==> images/sizes.png <==
The bar under the picture is 20 um long.
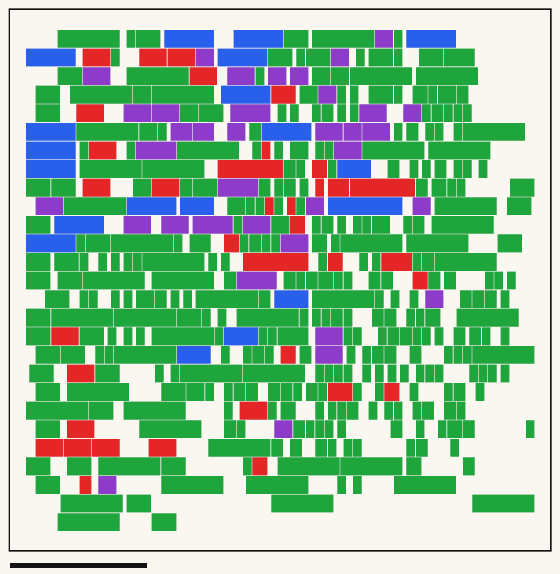
==> images/congestion.png <==
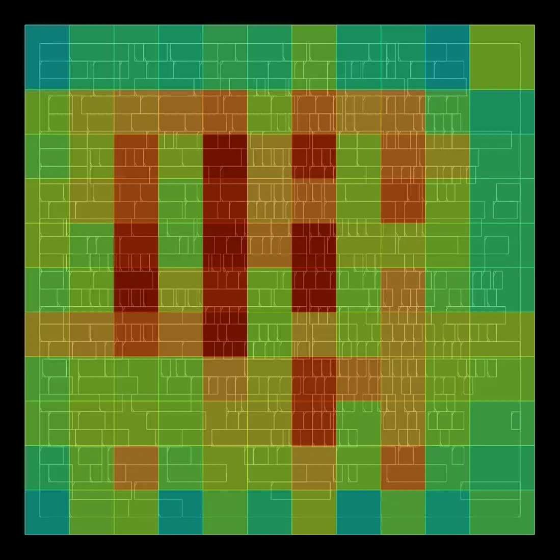
==> images/logic_types.png <==
The bar under the picture is 20 um long.
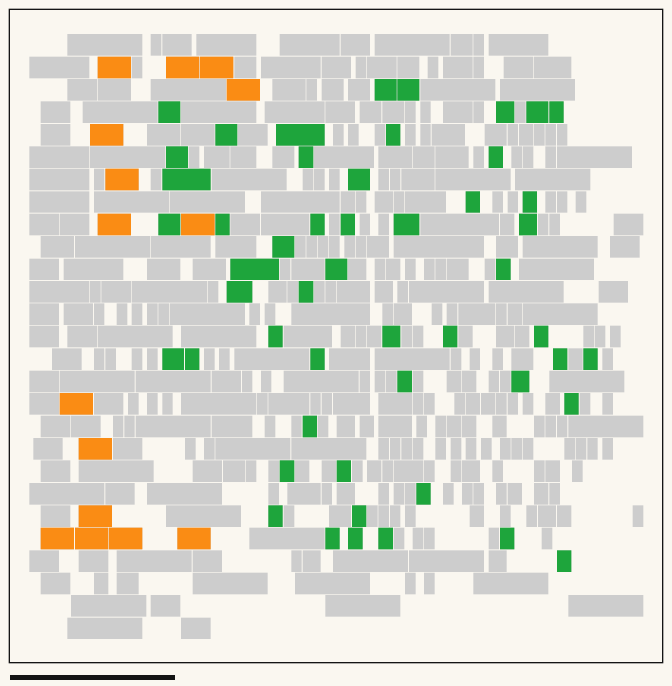
**src/rtl/i2c_apb_cmd_sequencer.sv**
```systemverilog
// Purpose: turns one (slave addr, R/W, length) request into the full APB register sequence for i2c_master_top.
// Latency: every APB access takes a gap, a SETUP and an ACCESS cycle (3+ cycles); done_o pulses on the return to IDLE.
// Backpressure: req_ready_o only in IDLE; wr_ready_o only in the W_TX gap; APB waits on pready_i; rd_valid_o cannot stall.
module i2c_apb_cmd_sequencer #(
  parameter logic [7:0]  PRESCALE   = 8'd4,
  parameter logic [15:0] POLL_LIMIT = 16'd1024,
  parameter logic [7:0]  CMD_GO     = 8'h60,
  parameter logic [7:0]  CMD_IDLE   = 8'h20
) (
  input  logic       pclk_i,
  input  logic       preset_n_i,
  input  logic       req_valid_i,
  output logic       req_ready_o,
  input  logic       req_rw_i,
  input  logic [6:0] req_addr_i,
  input  logic [3:0] req_len_i,
  input  logic [7:0] wr_data_i,
  input  logic       wr_valid_i,
  output logic       wr_ready_o,
  output logic [7:0] rd_data_o,
  output logic       rd_valid_o,
  output logic       done_o,
  output logic       err_o,
  output logic       psel_o,
  output logic       penable_o,
  output logic       pwrite_o,
  output logic [7:0] paddr_o,
  output logic [7:0] pwdata_o,
  input  logic [7:0] prdata_i,
  input  logic       pready_i
);

  typedef enum logic [2:0] {
    S_IDLE, S_W_PRE, S_W_ADDR, S_W_TX, S_W_GO, S_POLL, S_R_RX, S_W_END
  } state_e;

  // Sub-phase of the APB access owned by the current sequence step.
  typedef enum logic [1:0] {PH_GAP, PH_SETUP, PH_ACCESS} phase_e;

  state_e      state_q, state_d;
  phase_e      phase_q, phase_d;
  logic        rw_q, rw_d;
  logic [6:0]  addr_q, addr_d;
  logic [3:0]  cnt_q, cnt_d;
  logic [15:0] poll_q, poll_d;
  logic [15:0] poll_inc;
  logic [7:0]  tx_q, tx_d;
  logic        errf_q, errf_d;
  logic        done_q, done_d;
  logic        err_q, err_d;
  logic [7:0]  rd_data_q, rd_data_d;
  logic        rd_vld_q, rd_vld_d;

  // State register: reset lands in IDLE with the bus released, so an in-flight access is abandoned.
  always_ff @(posedge pclk_i or negedge preset_n_i) begin
    if (!preset_n_i) begin
      state_q   <= S_IDLE;
      phase_q   <= PH_GAP;
      rw_q      <= 1'b0;
      addr_q    <= 7'd0;
      cnt_q     <= 4'd0;
      poll_q    <= 16'd0;
      tx_q      <= 8'd0;
      errf_q    <= 1'b0;
      done_q    <= 1'b0;
      err_q     <= 1'b0;
      rd_data_q <= 8'd0;
      rd_vld_q  <= 1'b0;
    end else begin
      state_q   <= state_d;
      phase_q   <= phase_d;
      rw_q      <= rw_d;
      addr_q    <= addr_d;
      cnt_q     <= cnt_d;
      poll_q    <= poll_d;
      tx_q      <= tx_d;
      errf_q    <= errf_d;
      done_q    <= done_d;
      err_q     <= err_d;
      rd_data_q <= rd_data_d;
      rd_vld_q  <= rd_vld_d;
    end
  end

  // Next-state: step through gap/SETUP/ACCESS and advance the sequence when an access completes.
  always_comb begin
    state_d   = state_q;
    phase_d   = phase_q;
    rw_d      = rw_q;
    addr_d    = addr_q;
    cnt_d     = cnt_q;
    poll_d    = poll_q;
    tx_d      = tx_q;
    errf_d    = errf_q;
    done_d    = 1'b0;
    err_d     = 1'b0;
    rd_data_d = rd_data_q;
    rd_vld_d  = 1'b0;
    poll_inc  = (poll_q == 16'hFFFF) ? poll_q : poll_q + 16'd1;

    if (state_q == S_IDLE) begin
      if (req_valid_i) begin
        rw_d    = req_rw_i;
        addr_d  = req_addr_i;
        cnt_d   = req_len_i;
        poll_d  = 16'd0;
        errf_d  = 1'b0;
        phase_d = PH_GAP;
        state_d = S_W_PRE;
      end
    end else begin
      case (phase_q)
        PH_GAP: begin
          // TX bytes are pulled only in the gap, so the write data is frozen before SETUP.
          if (state_q != S_W_TX) begin
            phase_d = PH_SETUP;
          end else if (wr_valid_i) begin
            tx_d    = wr_data_i;
            phase_d = PH_SETUP;
          end
        end
        PH_SETUP: phase_d = PH_ACCESS;
        PH_ACCESS: begin
          if (pready_i) begin
            phase_d = PH_GAP;
            case (state_q)
              S_W_PRE:  state_d = S_W_ADDR;
              S_W_ADDR: state_d = rw_q ? S_W_GO : S_W_TX;
              S_W_TX: begin
                if (cnt_q == 4'd0) state_d = S_W_GO;
                else               cnt_d   = cnt_q - 4'd1;
              end
              S_W_GO:   state_d = S_POLL;
              S_POLL: begin
                if (prdata_i[0]) begin
                  state_d = rw_q ? S_R_RX : S_W_END;
                end else begin
                  poll_d = poll_inc;
                  if (poll_inc >= POLL_LIMIT) begin
                    errf_d  = 1'b1;
                    state_d = S_W_END;
                  end
                end
              end
              S_R_RX: begin
                rd_data_d = prdata_i;
                rd_vld_d  = 1'b1;
                if (cnt_q == 4'd0) state_d = S_W_END;
                else               cnt_d   = cnt_q - 4'd1;
              end
              S_W_END: begin
                done_d  = 1'b1;
                err_d   = errf_q;
                state_d = S_IDLE;
              end
              default: state_d = S_IDLE;
            endcase
          end
        end
        default: phase_d = PH_GAP;
      endcase
    end
  end

  // Outputs: APB fields decoded from the current step, forced to zero whenever psel_o is low.
  always_comb begin
    req_ready_o = (state_q == S_IDLE);
    wr_ready_o  = (state_q == S_W_TX) && (phase_q == PH_GAP);
    rd_data_o   = rd_data_q;
    rd_valid_o  = rd_vld_q;
    done_o      = done_q;
    err_o       = err_q;
    psel_o      = (state_q != S_IDLE) && (phase_q != PH_GAP);
    penable_o   = psel_o && (phase_q == PH_ACCESS);
    pwrite_o    = 1'b0;
    paddr_o     = 8'h00;
    pwdata_o    = 8'h00;
    if (psel_o) begin
      case (state_q)
        S_W_PRE:  begin pwrite_o = 1'b1; paddr_o = 8'h00; pwdata_o = PRESCALE;        end
        S_W_ADDR: begin pwrite_o = 1'b1; paddr_o = 8'h04; pwdata_o = {addr_q, rw_q}; end
        S_W_TX:   begin pwrite_o = 1'b1; paddr_o = 8'h02; pwdata_o = tx_q;           end
        S_W_GO:   begin pwrite_o = 1'b1; paddr_o = 8'h01; pwdata_o = CMD_GO;         end
        S_POLL:   paddr_o = 8'h06;
        S_R_RX:   paddr_o = 8'h05;
        S_W_END:  begin pwrite_o = 1'b1; paddr_o = 8'h01; pwdata_o = CMD_IDLE;       end
        default:  paddr_o = 8'h00;
      endcase
    end
  end

endmodule

```
**config.mk**
```make
export PLATFORM = sky130hd
export DESIGN_NAME = i2c_apb_cmd_sequencer
export DESIGN_NICKNAME = d
export VERILOG_FILES = /design/src/rtl/i2c_apb_cmd_sequencer.sv
export SDC_FILE = /design/constraint.sdc
export NUM_CORES = 1
export LEC_CHECK = 0
export ABC_AREA = 1
export CAP_MARGIN = 40
export CORE_MARGIN = 2
export CORE_UTILIZATION = 52
export CTS_BUF_LIST = sky130_fd_sc_hd__clkbuf_4 sky130_fd_sc_hd__clkbuf_8
export CTS_CLUSTER_SIZE = 40
export DETAILED_ROUTE_END_ITERATION = 8
export PLACE_DENSITY = 0.89
export SYNTH_ARGS = -nofsm -noshare
export SYNTH_HDL_FRONTEND = slang
export SYNTH_SLANG_ARGS = --single-unit
```
**constraint.sdc**
```tcl
create_clock -name pclk_i -period 2.2 [get_ports pclk_i]
set_input_delay 0.33 -clock pclk_i [delete_from_list [all_inputs] [get_ports pclk_i]]
set_output_delay 0.33 -clock pclk_i [all_outputs]
set_load 0.05 [all_outputs]
```
==> results.txt <==
Physical design

The flow ran to the end, and the final reports show no timing, DRC or antenna violations. The cell area that synthesis handed to floorplanning was 2928 um^2. The routed length per placed instance stands at 13.96 um.

The count of unique library cells instantiated by Yosys stands at 36. The number of flip-flops under the largest register name stands at 16. The data required time reported for the critical path is 1.87 ns. The number of buffers between clock root and the deepest sink stands at 2.

The area fraction in mux cells stands at 5.769%. For this run, the number of Yosys warnings is 0. The area reported by Yosys stat stands at 2928 um^2. The largest fanout of any net on the critical path stands at 12. The report lists the cells along the critical path as inv_2 > nand2_2 > nor2_4 > nor2_4 > clkinv_4 > nor3_4 > buf_12. On the reported timing paths, the clock transition at the registers reads 0.10 ns. The routed layout reports a DRC error count of 0.

The worst setup slack after layout stands at 0.09062 ns. The number of enable-type register cells in the synthesized netlist stands at 0. The setup TNS stands at 0 ns.

The worst-case clock skew stands at 0.01009 ns. The share of cells above drive strength 1 stands at 20.92%. Yosys reported that registers with async set or reset make up 100.0%. The number of antenna violations at the first check in global routing stands at 0.

The port buffer count stands at 59. The power report attributes to the clock group a share of 13.0%. The die covers 6247 um^2.

In this run, power in the clock network comes to 0.675 mW. The total of hold buffers inserted after clock tree synthesis stands at 0. Derived from the worst setup path, the maximum achievable clock frequency is 474.1 MHz.

The inserted tap cell count stands at 72. The number of placement rows stands at 27. The dominant power group in this design is combinational logic.

Once layout is complete, the cells apart from fillers number 507. Ranked by total area, the top cell class in this layout is combinational gates. Among all cell types in the netlist, the one instantiated most often is sky130_fd_sc_hd__nand2_1. The adder-cell area share of the yosys netlist stands at 0.8547%. STA classifies the critical path startpoint as a flip-flop. The switching portion of total power comes to 46.69%.

The worst setup path is captured at a primary output. Counting stages on the worst path, the most repeated cell is sky130_fd_sc_hd__nor2_4. The number of logic gates stands at 267.
Notes on sizes.png above:
- green: _0 and _1 cells (cells 344; share 79%; most used nand2_1)
- purple: _3 and _4 cells (cells 36; share 8.3%; most used buf_4)
- red: _2 cells (cells 36; share 8.3%; most used mux2_2)
- blue: _6 and larger (cells 19; share 4.4%; most used buf_12)

Notes on congestion.png above:
utilization after layout: 72.68%
peak-usage layer in the global routing report: met2

Notes on logic_types.png above:
- green: inverting AOI/OAI gates (cells 51)
- orange: multiplexers (cells 15)

[metrics by stage]
stage	hold WS (ns)	cell area, um^2
floorplan	0.03441	3060
global placement	0.4663	3811
detailed placement	0.4742	3811
CTS	0.1467	3933
global route	0.1791	3978
finish	0.1214	3978
[worst paths after layout]
kind / endpoint / start / slack (ns)
hold reg to reg: addr_q[3] / addr_q[3] / 0.50
hold / removal: poll_q[3] / preset_n_i / 0.12
setup / recovery: pwrite_o / state_q[0] / 0.09
max in group asynchronous: state_q[1] / preset_n_i / 1.59
setup reg to reg: poll_q[14] / state_q[1] / 0.22
min in group pclk_i: addr_q[3] / addr_q[3] / 0.50
[per-layer routing]
metal | share of wire [%] | track usage (%)
met5 | 0 | 0
met4 | 0.88 | 6.724
met3 | 7.5 | 5.909
met2 | 49 | 40.85
met1 | 42 | 31.45
Power is estimated from default activity; no workload was simulated.
